==> config.mk <==
export PLATFORM = sky130hd
export DESIGN_NAME = legv8_multicycle_sequencer
export DESIGN_NICKNAME = d
export VERILOG_FILES = /design/src/rtl/legv8_ctrl_pkg.sv /design/src/rtl/legv8_decode.sv /design/src/rtl/legv8_multicycle_sequencer.sv
export SDC_FILE = /design/constraint.sdc
export NUM_CORES = 1
export LEC_CHECK = 0
export ABC_CLOCK_PERIOD_IN_PS = 9610
export CAP_MARGIN = 0
export CELL_PAD_IN_SITES_DETAIL_PLACEMENT = 0
export CELL_PAD_IN_SITES_GLOBAL_PLACEMENT = 1
export CORE_AREA = 2 2 99 110
export CTS_BUF_LIST = sky130_fd_sc_hd__clkbuf_4 sky130_fd_sc_hd__clkbuf_8
export CTS_CLUSTER_SIZE = 40
export DETAILED_ROUTE_END_ITERATION = 8
export DIE_AREA = 0 0 101 112
export PLACE_DENSITY_LB_ADDON = 0.1
export SYNTH_ARGS = -nofsm -noshare
export SYNTH_HDL_FRONTEND = slang
export SYNTH_SLANG_ARGS = --single-unit
==> constraint.sdc <==
create_clock -name clock -period 9.61 [get_ports clock]
set_input_delay 0.961 -clock clock [delete_from_list [all_inputs] [get_ports clock]]
set_output_delay 0.961 -clock clock [all_outputs]
set_load 0.02 [all_outputs]
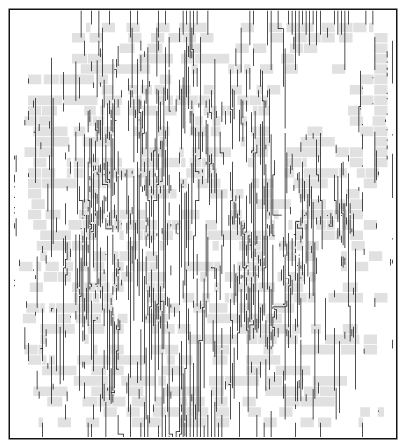
**Above:** run 1 (metal 2).
nets with wire on the layer: 454
longest straight run: 52.0 um
main direction: vertical
wire length on this layer: 5,490 um
DRT Wirelength: 11.1 mm
via total after detailed routing: 3,373
GR met2 Demand/Resource: 0.336

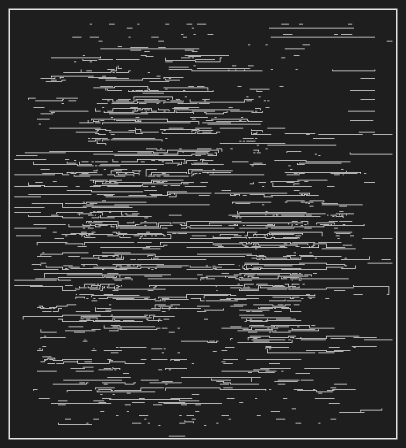
**Above:** run 1 (signal wires on met1).
nets with wire on the layer: 445
longest straight run: 27.1 um
wire length on this layer: 4,940 um
met1 usage in global routing: 0.258

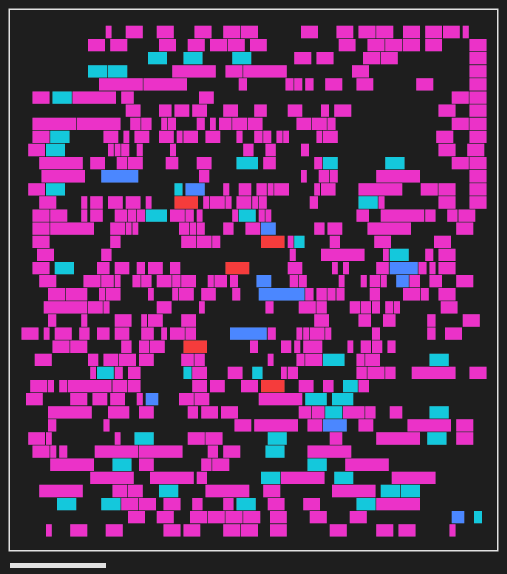
**Above:** run 1 (cell sizes after repair).
Scale bar: 20 um.
[magenta] x1 and smaller | cells: 432
[blue] x3 and x4 | cells: 11
[cyan] x2 | cells: 45
[red] x6 and larger | cells: 5
non-clock buffer instance count of the final layout: 131
area delta synth->final: 31.6%

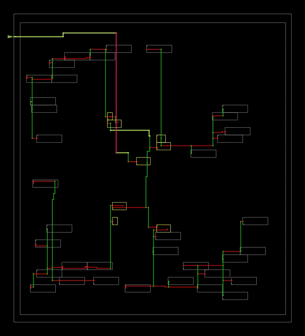
**Above:** run 1 (the clock network).
clk_skew: 0.0129 ns
tally of clock buffers in the finished layout: 5
total clock sinks: 36
total CTS buffers: 5

==> summary.txt, run 1 <==
Implementation progress

TritonRoute reported its final design rule violation total as 0. The power report attributes to the combinational group a share of 0.507. The number of well-tap cells placed stands at 123.

The script logs the mean routed wire length per placed instance as 18.0 um. The finished design was reported to have a net count of 533. Per the detail_route log, met3 wirelength is 486 um. The design draws 1.12 mW.

The fraction of area in clock buffers and inverters stands at 0.0186. In the final layout, flip-flops and latches occupy 901 um^2. The maximum number of pins on one net before global-route repair stands at 45. Including well taps, the total number of placed cells is 608. Traced cell by cell, the critical path runs through or4b_4 > nor3b_2 > nand2_1 > o21ai_2 > clkdlybuf4s50_1.

In this run the core area contains 39 standard-cell rows. The via count of the first global-routing pass came to 3,243. CTS reports a maximum clock tree buffer depth of 2. The flip-flop count of the largest register, all copies and words added stands at 32. Among cell families on the critical path, the largest total delay comes from simple AND/OR/NAND/NOR gates.

Per Yosys stat, the portion of area used by sequential elements is 0.251. The number of fill cells stands at 1,028. The number of logic inverters in the finished layout stands at 7.

The first-pass iteration count of the detailed router stands at 4. The summed negative setup slack over all endpoints stands at 0 ns. The final timing report counts setup violations totalling 0. Per the detail_route log, the uppermost layer with routed signals is met4. The xor/xnor share of the synthesized area stands at 0.0928. The flip-flop and latch count after synthesis stands at 36. The count of inserted antenna diode cells stands at 0. The mux share of post-synthesis cell area stands at 0.0970. The number of different library cells used by synthesis comes to 71.

Across the run, the number of max-cap violations was 0. Power attributed to the clock group is 0.110 mW. The stat command in Yosys gives a chip area of 0.00358 mm^2.

For reference, the clock transition at the flip-flops on the worst setup and hold paths is 0.08 ns. The fraction of the mapped netlist area in compound gates stands at 0.175. The highest clock frequency the design can meet stands at 198 MHz. Switching power as a fraction of the total was reported as 0.485.

Global routing put the most usage on met2. The buffer_ports step reported a buffer count of 128. The fraction of area in registers stands at 0.191. The fraction of the cycle the final worst path needs stands at 0.526.

After floorplanning, the die was sized to cover 0.0113 mm^2. The OpenROAD report gives the critical path a data arrival time of 4.10 ns. Per the synthesis report, the simple-gate share of the synthesized area is 0.248.

Once placement finished, the instance area stood at 0.00463 mm^2. The detail route stage leaves a number of antenna-violating nets equal to 0. For this design, the slowest cell found on the critical path is o21ai_2. Routing resource usage on met3 recorded by global route was 0.0282.

The first global-routing pass estimated 17.6 mm of wire. The smallest clock period supported by the final layout is computed as 5.06 ns. Wire segments on met2 add up to 5.48 mm in the final route.

Per the synthesis report, the adder-cell share of the synthesized area is 0.00698. Recorded from the global router log, the overflow total was 0. The buffer count from post-CTS setup fixing stands at 0. The area taken by multi-input combinational cells is reported as 0.00225 mm^2. Sequential cells consume a total of 0.440 mW. The wire-length estimate of the detail-placed layout is 8.20 mm. The pre-CTS setup check shows a worst slack of 4.45 ns. The total number of H-tree levels stands at 2. In this run, post-CTS repair resized a total of 0 instances. After synthesis, the cell types taking the most area are dfrtp_1 25%, mux2_2 9.4%, buf_4 8.2%. The run finished with clean final reports.

The worst path buffer plus inverter count stands at 1. The worst-case reg-to-reg path depth stands at 6. Among logic cells in the layout, the one with the most instances is clkdlybuf4s50_1.

The maximum fanout along the worst path stands at 36. The power density relative to cell area stands at 237 mW/mm^2. Hold-check failures listed in the final report amount to 0. The cell sitting at the root of the clock tree is a clkbuf_8. The summed area of non-filler cells in the final layout stands at 0.00472 mm^2. Across all hold checks on the routed design, the worst slack comes to 0.558 ns. The worst slew margin relative to its limit stands at 0.271.

The leakage power in the latest report is 1.62 nW. The instance tally after logic synthesis stands at 424. The largest total area in the synthesized netlist belongs to dfrtp_1. Ranked by power, first place goes to combinational logic.
==> run 2: changes to the inputs <==
Settings changed: ABC_CLOCK_PERIOD_IN_PS 9610 to 4500, CORE_AREA 2 2 99 110 to 2 2 108 120, DIE_AREA 0 0 101 112 to 0 0 110 122.
Clock period 9.61 ns to 4.5 ns, I/O delays scaled along.
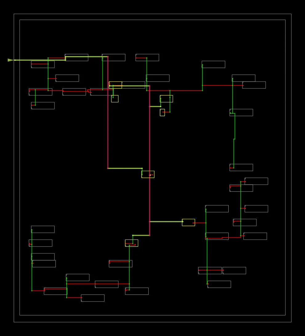
**Above:** run 2 (the clock network).
tally of clock buffers in the finished layout: 6
clk_skew: 0.00847 ns

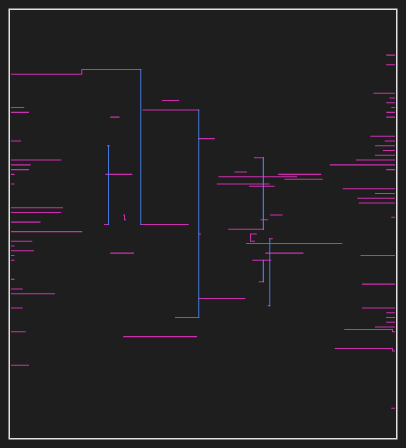
**Above:** run 2 (routed metal, one color a layer).
Only two layers are drawn.
[magenta] M3 | wire length: 596 um
[blue] M4 | wire length: 171 um
DRT Wirelength: 12.0 mm
Avg WL per Cell: 18.4 um
via total after detailed routing: 3,399

==> run 2 against run 1 <==
Final cell count up 6.0%; core utilization is 7.2 points lower; final area rose by 1.4%; first-iteration DRC count is 10% higher; clock skew is 0.0045 ns lower; via count grew 0.77%; clock power grew 110%; count of clock-buffer cells in the layout up 1; critical path type unchanged; largest power group unchanged; highest routed layer unchanged.
==> summary.txt, run 2 <==
Implementation progress

The clock period minus final worst setup slack stands at 3.87 ns. The number of well-tap cells placed was 157 (+28%). The data arrival time at the worst-slack endpoint was 3.42 ns (-0.68 ns).

The critical path goes through nor3_2 > nand3_1 > nor4_1 > a21oi_1 > o21a_1 > o21ai_2 > buf_4 > clkdlybuf4s50_1. Global route summary, busiest routing layer listed as met2. The number of hold buffers added after CTS was 0. STA reports a reg2reg setup slack of 2.01 ns.

The worst slew margin relative to its limit stands at 0.513 (+0.241). The worst path buffer plus inverter count is 2 (+1). The combinational share of power stands at 0.509 (+0.002). The synthesized netlist occupies a cell area of 0.00358 mm^2. The combined global-route utilization of all metal layers stands at 0.178.

The clock net sink count was 36 (unchanged). In this run, synthesis inferred 0 flip-flops with an integrated enable. The placed wire-length estimate after detailed placement stands at 8.81 mm (+7.4%).

The final report lists a non-filler cell total of 653. Per the STA report, the cell with the highest stage delay on the worst path is clkdlybuf4s50_1. The required time reported for the critical path endpoint stands at 4.05 ns. The pre-CTS setup slack stands at 0.951 ns (-3.49 ns).

The power share of the clock group stands at 0.096. The largest vdd supply drop stands at 0.262 mV. Of the combinational cells, the family taking the most area is simple AND/OR/NAND/NOR gates.

The power consumption stands at 2.40 mW (+120%). The fraction of area in registers stands at 0.188 (-0.00265). The wire length of the first global-routing pass was 18.4 mm (+4.4%).

The simple-gate area share of the yosys netlist was 0.248 (unchanged). The share of total power dissipated in sequential elements is 0.395. The number of fill cells stands at 1,244 (+21%).

The routed length on met3 was 595 um (+22%). The area used by sequential logic in the layout is 901 um^2 (unchanged). The cell-internal power stands at 1.23 mW.

The first routing iteration left 154 violations. Counting buffers and inverters, the worst setup path is 8 cells deep. The routed length on met1 stands at 5.30 mm. The net count reported at finish is 537 (+0.75%).

The routed length on met2 was 5.94 mm (+8.2%). The final antenna-violating net count stands at 0 (unchanged). The global-route track usage on met1 stands at 0.229 (-0.0291). The clock latency on the worst-skew pair stands at 0.30 ns. The buffer count from post-CTS setup fixing is 0 (unchanged). The number of antenna violations at the first check in global routing was 0. In this run the tools logged warnings totalling 30. The final global-route overflow total stands at 0 (unchanged). At the end of routability-driven placement, the weighted congestion stood at 0.878. Looking at the gate-level netlist, the highest instance count belongs to buf_4. The hold slack stands at 0.244 ns (-0.314 ns). The post-detailed-route via-to-cell ratio stands at 5.21. The met3 global-route usage stands at 0.0305 (+0.00225). The total leakage power stands at 1.64 nW (+1.1%). The via count of the first global-routing pass stands at 3,353 (+3.4%). The net load switching power stands at 1.17 mW. The summed negative setup slack over all endpoints stands at 0 ns (unchanged). Post-route period utilization is reported as 0.861. The register share after synthesis was 0.251 (unchanged). The clock-pin slew on the worst setup and hold paths stands at 0.08 ns (about the same). The clock group total power stands at 0.232 mW (+110%). The total of cells resized after clock tree synthesis stands at 0 (unchanged). The footprint of the multi-input gates stands at 0.00225 mm^2 (unchanged). The maximum fanout along the worst path came to 36 (unchanged).

The total of warnings raised by yosys stands at 0. After synthesis, the most frequently instantiated cells are 39 x buf_4, 36 x dfrtp_1, 35 x nand2_1. The cell sitting at the root of the clock tree is a clkbuf_8. The top cell types in the final layout, fill and taps aside, are 127 x clkdlybuf4s50_1, 36 x dfrtp_1, 35 x nand2_1, 30 x mux2_2, 24 x xnor2_1. The final timing report gives a worst setup slack of 0.627 ns. Per the synthesis report, the dominant area consumer among library cells is dfrtp_1. The number of hold violations in the final report is 0 (unchanged).

The adder-cell share of the synthesized area came to 0.00698 (unchanged). The worst setup path is launched from a register. The chip area stands at 0.0134 mm^2 (+19%).

The proportion of total power due to net switching was 0.486 (+0.00108). The instance tally after logic synthesis stands at 424 (unchanged). The mux share of post-synthesis cell area is 0.0970 (unchanged).

Static timing analysis puts the maximum clock frequency at 258 MHz. TritonCTS built the clock tree. The power drawn by the sequential cells was 0.948 mW (+120%).

The cell area after placement came to 0.00470 mm^2 (+1.6%). The total number of H-tree levels came to 2 (unchanged). The maximum single-stage delay on the critical path stands at 0.67 ns.

The min-delay analysis places its worst path in the category in2async. After synthesis, the cell types taking the most area are dfrtp_1 25%, mux2_2 9.4%, buf_4 8.2%. The vertical die dimension stands at 122 um.

The count of inserted antenna diode cells stands at 0 (unchanged). The final design utilization stands at 0.388. The Yosys chip area was 0.00358 mm^2 (unchanged). In the Yosys report the total cell count is 424.

The mean area per synthesized cell stands at 8.45 um^2. The power in combinational cells stands at 1.22 mW. Looking at the cell usage after synthesis, the top flip-flop cell is dfrtp_1. The total of buffers placed on input and output ports was 128 (unchanged).

The power density relative to cell area stands at 502 mW/mm^2 (+110%). The flow measured a signed area growth from synthesis to layout of 33.4%. At the pin with the least slew margin, the transition time is 0.726 ns. The maximum number of pins on one net before global-route repair stands at 44 (-2.2%).

The run finished with clean final reports. The total of max-cap violations stands at 0 (unchanged). The I/O pin count stands at 137. The flip-flop count of the largest register, all copies and words added came to 32 (unchanged).

The placed cell count stands at 646 (+6.3%). The worst setup path is captured at an output port. The class occupying the most area after layout is reported as multi-input combinational cells. The worst-case reg-to-reg path depth came to 7 (+1). The fraction of synthesized cell area taken by the top area cell type stands at 0.251.

The summed area of non-filler cells in the final layout came to 0.00478 mm^2 (+1.4%). The final setup violation count stands at 0 (unchanged). The fraction of area in clock buffers and inverters stands at 0.0170 (-0.00157). The floorplan-stage core utilization stands at 0.291. The number of buffers created by CTS stands at 5 (unchanged). Ranked by power, first place goes to combinational logic.

The proportion of synthesized flip-flops having asynchronous set or reset stands at 1.00. The number of cell rows came to 43 (+10%). The share of the final layout cell area in multi-input gates stands at 0.470.

The buffer count excluding the clock tree in the final layout stands at 135 (+3.1%). The met2 track utilization from global routing stands at 0.301 (-0.0342). The fraction of the mapped netlist area in compound gates stands at 0.175 (unchanged). The share of post-route cells with drive strength above 1 stands at 0.129. The first-pass iteration count of the detailed router stands at 5 (+1). The overall die width stands at 110 um.

The highest metal layer carrying signal wires in the routed design is met4. The number of remaining DRC errors stands at 0 (unchanged). Setup repair after global routing left no endpoint under its margin. The xor/xnor share of the synthesized area is 0.0928 (unchanged). The placeable core area stands at 0.0123 mm^2. The distinct cell type count after synthesis stands at 71 (unchanged). The number of logic inverters in the finished layout stands at 7 (unchanged). The top cell type in the final layout, fill and taps aside, is clkdlybuf4s50_1. The number of pins with negative max-slew slack in the final report stands at 0. The worst setup path is of the reg2out kind. The flop count stands at 36. The maximum root-to-sink buffer count is 2 (unchanged). On the critical path the largest part of the delay comes from simple AND/OR/NAND/NOR gates. The flip-flop and latch count after synthesis came to 36 (unchanged).
Power figures rest on the tool's default switching activity, not on a simulated workload.
